--- src/rtl/led_ctrl_pkg.sv ---
// Shared types, constants and pattern-step helpers for the LED sequencer.
package led_ctrl_pkg;

    // Pattern modes, encoded to match the mode_req/mode port values.
    typedef enum logic [1:0] {
        BOUNCE = 2'd0,
        ROT_L  = 2'd1,
        ROT_R  = 2'd2,
        FILL   = 2'd3
    } led_mode_e;

    // Mode-change handshake states.
    typedef enum logic {
        HS_IDLE    = 1'b0,
        HS_PENDING = 1'b1
    } hs_state_e;

    localparam logic [7:0] LED_START_L = 8'h01;
    localparam logic [7:0] LED_START_R = 8'h80;

    // Next {led, dir} for one step of the given mode.
    function automatic logic [8:0] led_next(input led_mode_e mode,
                                            input logic [7:0] led,
                                            input logic       dir);
        logic [7:0] nled;
        logic       ndir;
        nled = led;
        ndir = dir;
        case (mode)
            BOUNCE: begin
                if (!dir) begin
                    if (led == 8'h80) begin
                        nled = 8'h40;
                        ndir = 1'b1;
                    end else begin
                        nled = {led[6:0], 1'b0};
                        ndir = 1'b0;
                    end
                end else begin
                    if (led == 8'h01) begin
                        nled = 8'h02;
                        ndir = 1'b0;
                    end else begin
                        nled = {1'b0, led[7:1]};
                        ndir = 1'b1;
                    end
                end
            end
            ROT_L: begin
                nled = {led[6:0], led[7]};
                ndir = 1'b0;
            end
            ROT_R: begin
                nled = {led[0], led[7:1]};
                ndir = 1'b1;
            end
            FILL: begin
                nled = {led[6:0], ~led[7]};
                ndir = 1'b0;
            end
            default: begin
                nled = led;
                ndir = dir;
            end
        endcase
        return {nled, ndir};
    endfunction

    // Start {led, dir} loaded when a mode change is applied.
    function automatic logic [8:0] led_start(input led_mode_e mode);
        if (mode == ROT_R) begin
            return {LED_START_R, 1'b1};
        end
        return {LED_START_L, 1'b0};
    endfunction

endpackage

--- src/rtl/led_step_div.sv ---
// Programmable step-rate divider: counts 0..div-1 while run is high.
module led_step_div #(
    parameter int unsigned DIV_W       = 26,
    parameter int unsigned DEFAULT_DIV = 25_000_000
) (
    input  logic             clk,
    input  logic             reset,
    input  logic             run,
    input  logic             div_load,
    input  logic [DIV_W-1:0] div_value,
    output logic             step
);

    localparam logic [DIV_W-1:0] DIV_ONE   = DIV_W'(1);
    localparam logic [DIV_W-1:0] DIV_RESET =
        (DEFAULT_DIV == 0) ? DIV_ONE : DIV_W'(DEFAULT_DIV);

    logic [DIV_W-1:0] cnt;
    logic [DIV_W-1:0] div;
    logic             wrap;

    assign wrap = (cnt == (div - DIV_ONE));

    // A load outranks a step in the same cycle, so the strobe is masked by it.
    assign step = run && !div_load && wrap;

    // Divider value and period counter; a load restarts the period.
    always_ff @(posedge clk or posedge reset) begin
        if (reset) begin
            div <= DIV_RESET;
            cnt <= '0;
        end else if (div_load) begin
            div <= (div_value == '0) ? DIV_ONE : div_value;
            cnt <= '0;
        end else if (run) begin
            if (wrap) begin
                cnt <= '0;
            end else begin
                cnt <= cnt + DIV_ONE;
            end
        end
    end

endmodule

--- src/rtl/led_pattern_ctrl.sv ---
// LED bank sequencer: step divider, pattern registers and mode handshake.
module led_pattern_ctrl
    import led_ctrl_pkg::*;
#(
    parameter int unsigned DIV_W       = 26,
    parameter int unsigned DEFAULT_DIV = 25_000_000
) (
    input  logic             clk,
    input  logic             reset,
    input  logic             run,
    input  logic             div_load,
    input  logic [DIV_W-1:0] div_value,
    input  logic             mode_req_valid,
    input  logic [1:0]       mode_req,
    output logic             mode_req_ready,
    output logic [7:0]       LED,
    output logic             dir,
    output logic             step_pulse,
    output logic [1:0]       mode
);

    logic       step;
    hs_state_e  state, state_n;
    led_mode_e  cur_mode, cur_mode_n;
    led_mode_e  pending_mode, pending_mode_n;
    logic [7:0] led_q, led_n;
    logic       dir_q, dir_n;
    logic       pulse_q, pulse_n;

    led_step_div #(
        .DIV_W       (DIV_W),
        .DEFAULT_DIV (DEFAULT_DIV)
    ) u_div (
        .clk       (clk),
        .reset     (reset),
        .run       (run),
        .div_load  (div_load),
        .div_value (div_value),
        .step      (step)
    );

    // State, pattern and output registers.
    always_ff @(posedge clk or posedge reset) begin
        if (reset) begin
            state        <= HS_IDLE;
            pending_mode <= BOUNCE;
            cur_mode     <= BOUNCE;
            led_q        <= LED_START_L;
            dir_q        <= 1'b0;
            pulse_q      <= 1'b0;
        end else begin
            state        <= state_n;
            pending_mode <= pending_mode_n;
            cur_mode     <= cur_mode_n;
            led_q        <= led_n;
            dir_q        <= dir_n;
            pulse_q      <= pulse_n;
        end
    end

    // Handshake next-state and next pattern; a step in PENDING applies the
    // queued mode and loads its start pattern instead of advancing.
    always_comb begin
        state_n        = state;
        pending_mode_n = pending_mode;
        cur_mode_n     = cur_mode;
        led_n          = led_q;
        dir_n          = dir_q;
        pulse_n        = 1'b0;

        case (state)
            HS_IDLE: begin
                if (mode_req_valid) begin
                    state_n        = HS_PENDING;
                    pending_mode_n = led_mode_e'(mode_req);
                end
            end
            HS_PENDING: begin
                if (step) begin
                    state_n = HS_IDLE;
                end
            end
            default: state_n = HS_IDLE;
        endcase

        if (step) begin
            pulse_n = 1'b1;
            if (state == HS_PENDING) begin
                cur_mode_n     = pending_mode;
                {led_n, dir_n} = led_start(pending_mode);
            end else begin
                {led_n, dir_n} = led_next(cur_mode, led_q, dir_q);
            end
        end
    end

    assign mode_req_ready = (state == HS_IDLE);
    assign LED            = led_q;
    assign dir            = dir_q;
    assign step_pulse     = pulse_q;
    assign mode           = cur_mode;

endmodule

--- config.mk ---
export PLATFORM = sky130hd
export DESIGN_NAME = led_pattern_ctrl
export DESIGN_NICKNAME = d
export VERILOG_FILES = /design/src/rtl/led_ctrl_pkg.sv /design/src/rtl/led_step_div.sv /design/src/rtl/led_pattern_ctrl.sv
export SDC_FILE = /design/constraint.sdc
export NUM_CORES = 1
export LEC_CHECK = 0
export CAP_MARGIN = 25
export CELL_PAD_IN_SITES_DETAIL_PLACEMENT = 1
export CELL_PAD_IN_SITES_GLOBAL_PLACEMENT = 2
export CORE_ASPECT_RATIO = 0.9
export CORE_MARGIN = 3
export CORE_UTILIZATION = 40
export CTS_BUF_LIST = sky130_fd_sc_hd__clkbuf_4 sky130_fd_sc_hd__clkbuf_8
export DETAILED_ROUTE_END_ITERATION = 16
export GPL_TIMING_DRIVEN = 0
export HOLD_SLACK_MARGIN = 0.03
export PLACE_DENSITY = 0.88
export SYNTH_ARGS = -nofsm -noshare
export SYNTH_HDL_FRONTEND = slang
export SYNTH_SLANG_ARGS = --single-unit
--- constraint.sdc ---
create_clock -name clk -period 4.8 [get_ports clk]
set_input_delay 1.44 -clock clk [delete_from_list [all_inputs] [get_ports clk]]
set_output_delay 1.44 -clock clk [all_outputs]
set_load 0.02 [all_outputs]
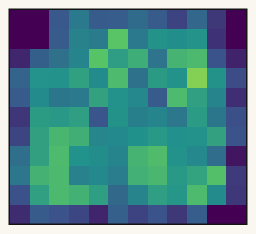
Run 1: placement density heat map
Drawn at 2 px/um. 12 x 11 tiles, from dark purple (low) to yellow (high), 0 to 100% covered.
0.80% of the tiles are over 75% full. 6.1% of the tiles are nearly empty. The emptiest ninth of the die: top left. The fullest tile reaches 81%.

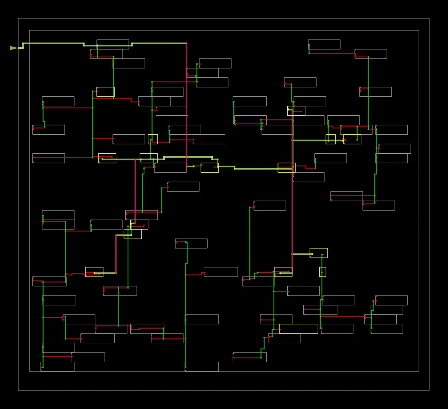
Run 1: the clock network
clk sink count: 67
Clock Power: 0.517 mW
Flops: 67
clock skew: 15.0 ps

==> results.cfg, run 1 <==
; flow metrics
[worst_setup_path]
slowest_delay_ps = 520
critPathRequiredTime_ps = 5010
crit_fanout = 10
crit_path_end = u_div.cnt[9]$_DFFE_PP0P_
cpMaxStageDelayCell = a2111oi_0

[min_path]
hp-class = reg2reg

[finish]
n_fill_cell = 1251
comb_cells = 384
seq_share = 0.316

[sta]
hold_viol = 0
fmax_ghz = 0.264

[cts]
cts_tree = built
cts_inserted_buffers = 9
cts_resized = 0
h-tree-depth = 3

[synthesis]
yosys_warnings = 0
ys_async_sr_fraction = 1.00

[drt]
drcViolationCount = 0
drtAntennaViolNets = 0

[status]
outcome = finished clean

[floorplanning]
core_area_um2 = 10900
rows = 36
pin_count = 46

[place]
gp_congestion = 0.828

[global_routing]
grt_overflow = 0
grt_pass1_wl_um = 22100

[power]
powerDensity_nw_per_um2 = 252
total_power_mw = 1.35
p_sw_mw = 0.366
p_leak_nw = 2.02

[run]
cap_violations = 0
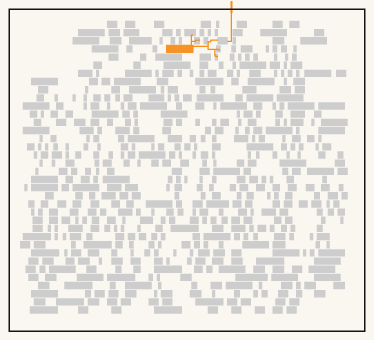
Run 1: wires at chosen ports, followed through buffers
Drawn at 3 px/um.
Orange is `dir`, bits 1, direction output, end cells 1, wire 38.0 um.

==> run 1: routing by layer <==
metal	global-route usage	vias up	wire length, um	part of all wire
met1	0.306	2053	6440	0.49
met2	0.357	68	6210	0.47
met5	0	-	0	0
met3	0.0343	15	469	0.035
met4	0.0452	0	123	0.0093
li1	-	1931	-	-
==> run 1: synth_stat cells, types with 9 or more instances <==
master / count / area [um^2]
clkbuf_1: 16 / 60.1
nor2_1: 29 / 109
nand4_1: 10 / 62.6
o21ai_0: 14 / 70.1
or3_1: 10 / 62.6
a2bb2oi_1: 10 / 87.6
xor2_1: 20 / 175
a21oi_1: 17 / 85.1
a211oi_1: 10 / 75.1
xnor2_1: 18 / 158
nand2_1: 52 / 195
and3_1: 9 / 56.3
mux2_2: 35 / 394
nor3_1: 16 / 80.1
o221ai_1: 9 / 78.8
dfrtp_1: 54 / 1350
dfstp_2: 13 / 342
nand3_1: 19 / 95.1
nor4_1: 13 / 81.3
==> run 1: worst register-to-register path: stages (launching register included) <==
cell and delay, ps:
dfrtp_1 460, or3_1 400, or4_1 510, a2111oi_0 520, o2111ai_1 230, nor4_1 330
nand3_1 370, nor2_4 390, buf_2 300, o221ai_1 140
==> run 1: per-stage QoR <==
step | setup WS, ps | instances | instance area (um^2) | hold WS, ps | utilization
floorplan | 1690 | 486 | 4520 | 492 | -
global placement | 352 | 681 | 5140 | 507 | 0.469
detailed placement | 1090 | 681 | 5140 | 527 | 0.470
CTS | 1100 | 697 | 5360 | 542 | 0.489
global route | 786 | 697 | 5360 | 560 | 0.489
finish | 1010 | 697 | 5360 | 535 | 0.489
==> run 1: cells by family after synthesis <==
group	after synthesis
multiplexers	40
adder cells (fa/ha/maj)	2
flip-flops	67
AND-OR/OR-AND	100
AND/OR/NAND/NOR	204
buffers and inverters	35
XOR/XNOR	38
==> inputs of run 2 (changes only) <==
--- a/config.mk
+++ b/config.mk
@@ -10,12 +10,12 @@
 export CELL_PAD_IN_SITES_GLOBAL_PLACEMENT = 2
 export CORE_ASPECT_RATIO = 0.9
 export CORE_MARGIN = 3
-export CORE_UTILIZATION = 40
+export CORE_UTILIZATION = 37
 export CTS_BUF_LIST = sky130_fd_sc_hd__clkbuf_4 sky130_fd_sc_hd__clkbuf_8
 export DETAILED_ROUTE_END_ITERATION = 16
 export GPL_TIMING_DRIVEN = 0
 export HOLD_SLACK_MARGIN = 0.03
-export PLACE_DENSITY = 0.88
+export PLACE_DENSITY = 0.82
 export SYNTH_ARGS = -nofsm -noshare
 export SYNTH_HDL_FRONTEND = slang
 export SYNTH_SLANG_ARGS = --single-unit
==> constraint.sdc (replaced) <==
create_clock -name clk -period 3.9 [get_ports clk]
set_input_delay 1.17 -clock clk [delete_from_list [all_inputs] [get_ports clk]]
set_output_delay 1.17 -clock clk [all_outputs]
set_load 0.02 [all_outputs]
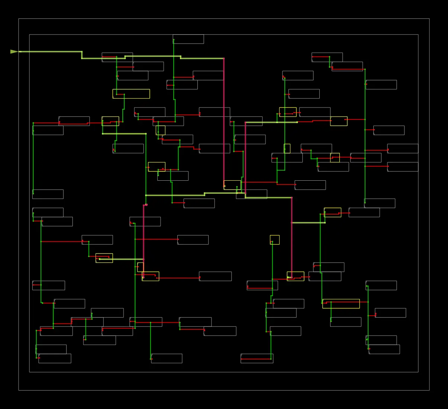
Run 2: the clock network
clock skew: 10.1 ps
clock buffer count: 11
CTS Buf Count: 9
Latency at later pin: 350 ps
Clock Power: 0.652 mW

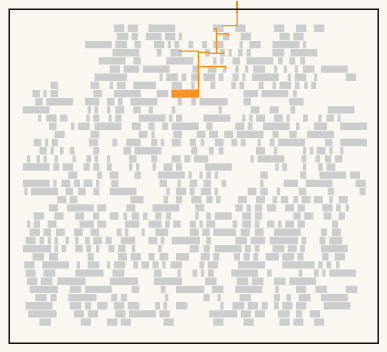
Run 2: wires at chosen ports, followed through buffers
Drawn at 3 px/um.
Orange is `dir`, bits 1, direction output, end cells 1, wire 62.3 um.

==> run 2 against run 1 <==
- global-route usage shrank 1.2 points
- worst hold slack got worse by 11 ps
- combinational power grew 25%
- cell count increased by 0.57%
==> results.cfg, run 2 <==
; flow metrics
[status]
outcome = finished clean

[place]
gp_congestion = 0.816
place_inst = 685

[global_routing]
grtUsageMet1 = 0.298
grtUsageMet2 = 0.310
grt-busiest-layer = met2
grt_overflow = 0
grt_pass1_wl_um = 22300
grt_use_met3 = 0.0362

[floorplanning]
core_area_um2 = 11700
rows = 37

[sta]
fmax_ghz = 0.271
setup_slack_ps = 211

[drt]
maxUsedRoutingLayer = met4
met3WireLength_um = 417
wl_met1_um = 6750
drcViolationCount = 0

[synthesis]
ys_async_sr_fraction = 1.00
top_cells_by_area = dfrtp_1, mux2_2, dfstp_2
synth_top_area_share = 0.299
top_cell = dfrtp_1
netlist_top_cells_count = dfrtp_1, nand2_1, mux2_2

[finish]
n_fill_cell = 1383
fin_util = 0.461

[cts]
clock-sinks = 67
h-tree-depth = 3

[min_path]
hp-class = reg2reg

[worst_setup_path]
crit_fanout = 10
slowest_delay_ps = 550

[power]
total_power_mw = 1.68
p_sw_mw = 0.459
## run 2: cell types whose count changed in the layout (fill, tap and decap cells not counted), sizes merged
cell	change
clkinvlp	+1
clkbuf	-3
clkinv	+1
bufinv	+1
## run 2: area by class of cell
| cell class | count | area [um^2] | share of cell area |
|---|---|---|---|
| clock buffers | 11 | 139 | 0.0258 |
| repair buffers | 43 | 430 | 0.0799 |
| flip-flops and latches | 67 | 1690 | 0.314 |
| clock inverters | 5 | 77.6 | 0.0144 |
| multi-input cells | 384 | 2690 | 0.500 |
| plain buffers | 28 | 129 | 0.0239 |
| inverters | 7 | 28.8 | 0.00535 |
| well taps | 156 | 195 | 0.0363 |
## run 2: timing repair
action                     CTS  global route
setup endpoints to repair    0            18
gates resized                0             4
buffers inserted             0             0
## run 2: kinds of logic after synthesis
| family | after synthesis |
|---|---|
| adders and majority gates | 2 |
| AOI/OAI and AO/OA | 100 |
| buffers and inverters | 35 |
| and+or+nand+nor | 204 |
| DFF | 67 |
| muxes | 40 |
| xor gates and xnor gates | 38 |
## run 2: worst max-delay path by stage
stage                                         from                   endpoint  slack [ps]
after global routing      u_div.div[3]$_DFFE_PP0P_  u_div.cnt[18]$_DFFE_PP0P_          30
final                     u_div.div[3]$_DFFE_PP0P_  u_div.cnt[18]$_DFFE_PP0P_         210
after global placement                       reset  u_div.div[25]$_DFFE_PP0P_        -310
after CTS                 u_div.div[2]$_DFFE_PP0P_  u_div.cnt[18]$_DFFE_PP0P_         180
after floorplan           u_div.div[3]$_DFFE_PP0P_        mode[0]$_DFFE_PP0P_         790
after detailed placement  u_div.div[3]$_DFFE_PP0P_  u_div.cnt[18]$_DFFE_PP0P_         210
==> inputs of run 3 (changes only) <==
--- a/config.mk
+++ b/config.mk
@@ -5,7 +5,7 @@
 export SDC_FILE = /design/constraint.sdc
 export NUM_CORES = 1
 export LEC_CHECK = 0
-export CAP_MARGIN = 25
+export CAP_MARGIN = 5
 export CELL_PAD_IN_SITES_DETAIL_PLACEMENT = 1
 export CELL_PAD_IN_SITES_GLOBAL_PLACEMENT = 2
 export CORE_ASPECT_RATIO = 0.9
@@ -13,7 +13,7 @@
 export CORE_UTILIZATION = 37
 export CTS_BUF_LIST = sky130_fd_sc_hd__clkbuf_4 sky130_fd_sc_hd__clkbuf_8
 export DETAILED_ROUTE_END_ITERATION = 16
-export GPL_TIMING_DRIVEN = 0
+export GPL_ROUTABILITY_DRIVEN = 0
 export HOLD_SLACK_MARGIN = 0.03
 export PLACE_DENSITY = 0.82
 export SYNTH_ARGS = -nofsm -noshare
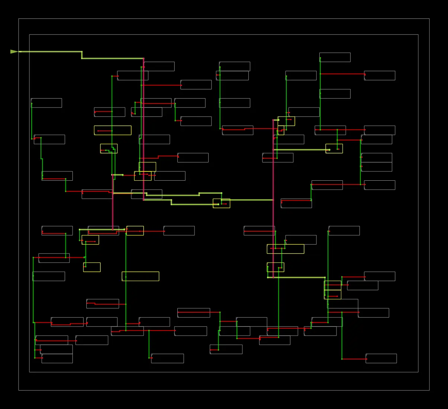
Run 3: the clock network
Clock Power: 0.760 mW
clock buffer count: 12

==> run 3 against run 2 <==
- setup slack improved by 74 ps
- sequential cell count unchanged
- largest power group unchanged
- worst hold slack better by 11 ps
- die area unchanged
==> results.cfg, run 3 <==
; flow metrics
[drt]
met3WireLength_um = 334
maxUsedRoutingLayer = met4
wl_met1_um = 6410
drcViolationCount = 0

[run]
cap_violations = 0

[finish]
design_area_um2 = 5400
regArea_um2 = 1690

[global_routing]
grtUsageMet1 = 0.286
grt_use_met3 = 0.0367
grt_overflow = 0

[status]
outcome = finished clean

[cts]
clock-sinks = 67
clock_latency_ps = 350
h-tree-depth = 3

[sta]
hold_viol = 0
fmax_ghz = 0.277

[power]
p_leak_nw = 2.04
p_sw_mw = 0.460

[synthesis]
ys_async_sr_fraction = 1.00

[worst_setup_path]
slowest_delay_ps = 630
cpMaxStageDelayCell = or4_4
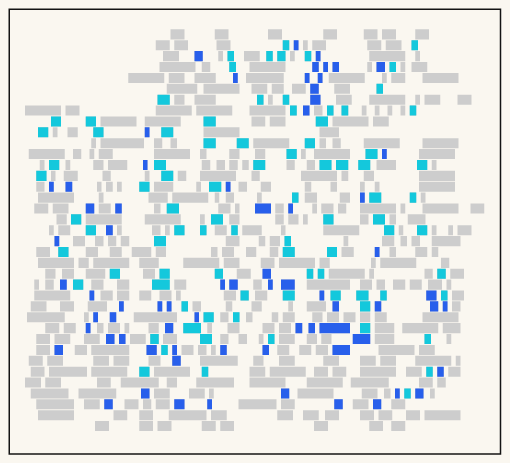
Run 3: gate families picked out
Drawn at 4 px/um.
Blue is nor cells, cells 71, most used nor2_1. Cyan is aoi and oai cells, cells 87, most used a21oi_1.

## run 3: cell counts after synthesis
Identical to the previous run, type by type.
## run 3: timing repair
item,in CTS,in global routing
resized,0,2
endpoints found under the setup margin,0,9
setup buffers,0,0
## run 3: worst paths after layout
path	start	to	cells past startpoint
worst max-delay path	u_div.div[3]$_DFFE_PP0P_	LED[6]$_DFFE_PP0P_	9
worst min-delay path	pending_mode[1]$_DFFE_PP0P_	mode[1]$_DFFE_PP0P_	1
worst max register to register	u_div.div[3]$_DFFE_PP0P_	LED[6]$_DFFE_PP0P_	9
worst min register to register	pending_mode[1]$_DFFE_PP0P_	mode[1]$_DFFE_PP0P_	1
max in group asynchronous	reset	u_div.div[18]$_DFFE_PP1P_	3
min in group asynchronous	reset	step_pulse$_DFF_PP0_	2
## run 3: stage by stage
step                hold slack [ps]  utilization  setup WS, ps  power, mW  std cells
finish                          535        0.463           285       1.79        686
detailed placement              521        0.439           189       1.04        669
CTS                             538        0.461           178       1.80        685
global route                    571        0.463          57.7       1.86        686
floorplan                       492            -           795      0.944        486
global placement                514        0.439           277       1.03        669
## run 3: cell type report
cell class	instances	area share
multi-input combinational	384	0.496
timing repair buffer	56	0.102
inverter	7	0.00487
clock buffer	12	0.0306
sequential	67	0.313
clock inverter	4	0.0176
tap	156	0.0361
## run 3: worst max-delay path: cells and delay by family (launching register included)
kind / cells / cell delay, ps
flip-flops: 1 / 490
buffers and inverters: 1 / 240
AND-OR/OR-AND: 2 / 390
multiplexers: 1 / 370
AND/OR/NAND/NOR: 5 / 1990
## run 3: kinds of logic after synthesis
logic type | Yosys count
AND/OR/NAND/NOR | 204
XOR/XNOR | 38
buffers and inverters | 35
AND-OR/OR-AND | 100
flip-flops | 67
adder cells (fa/ha/maj) | 2
multiplexers | 40
Power figures rest on the tool's default switching activity, not on a simulated workload.
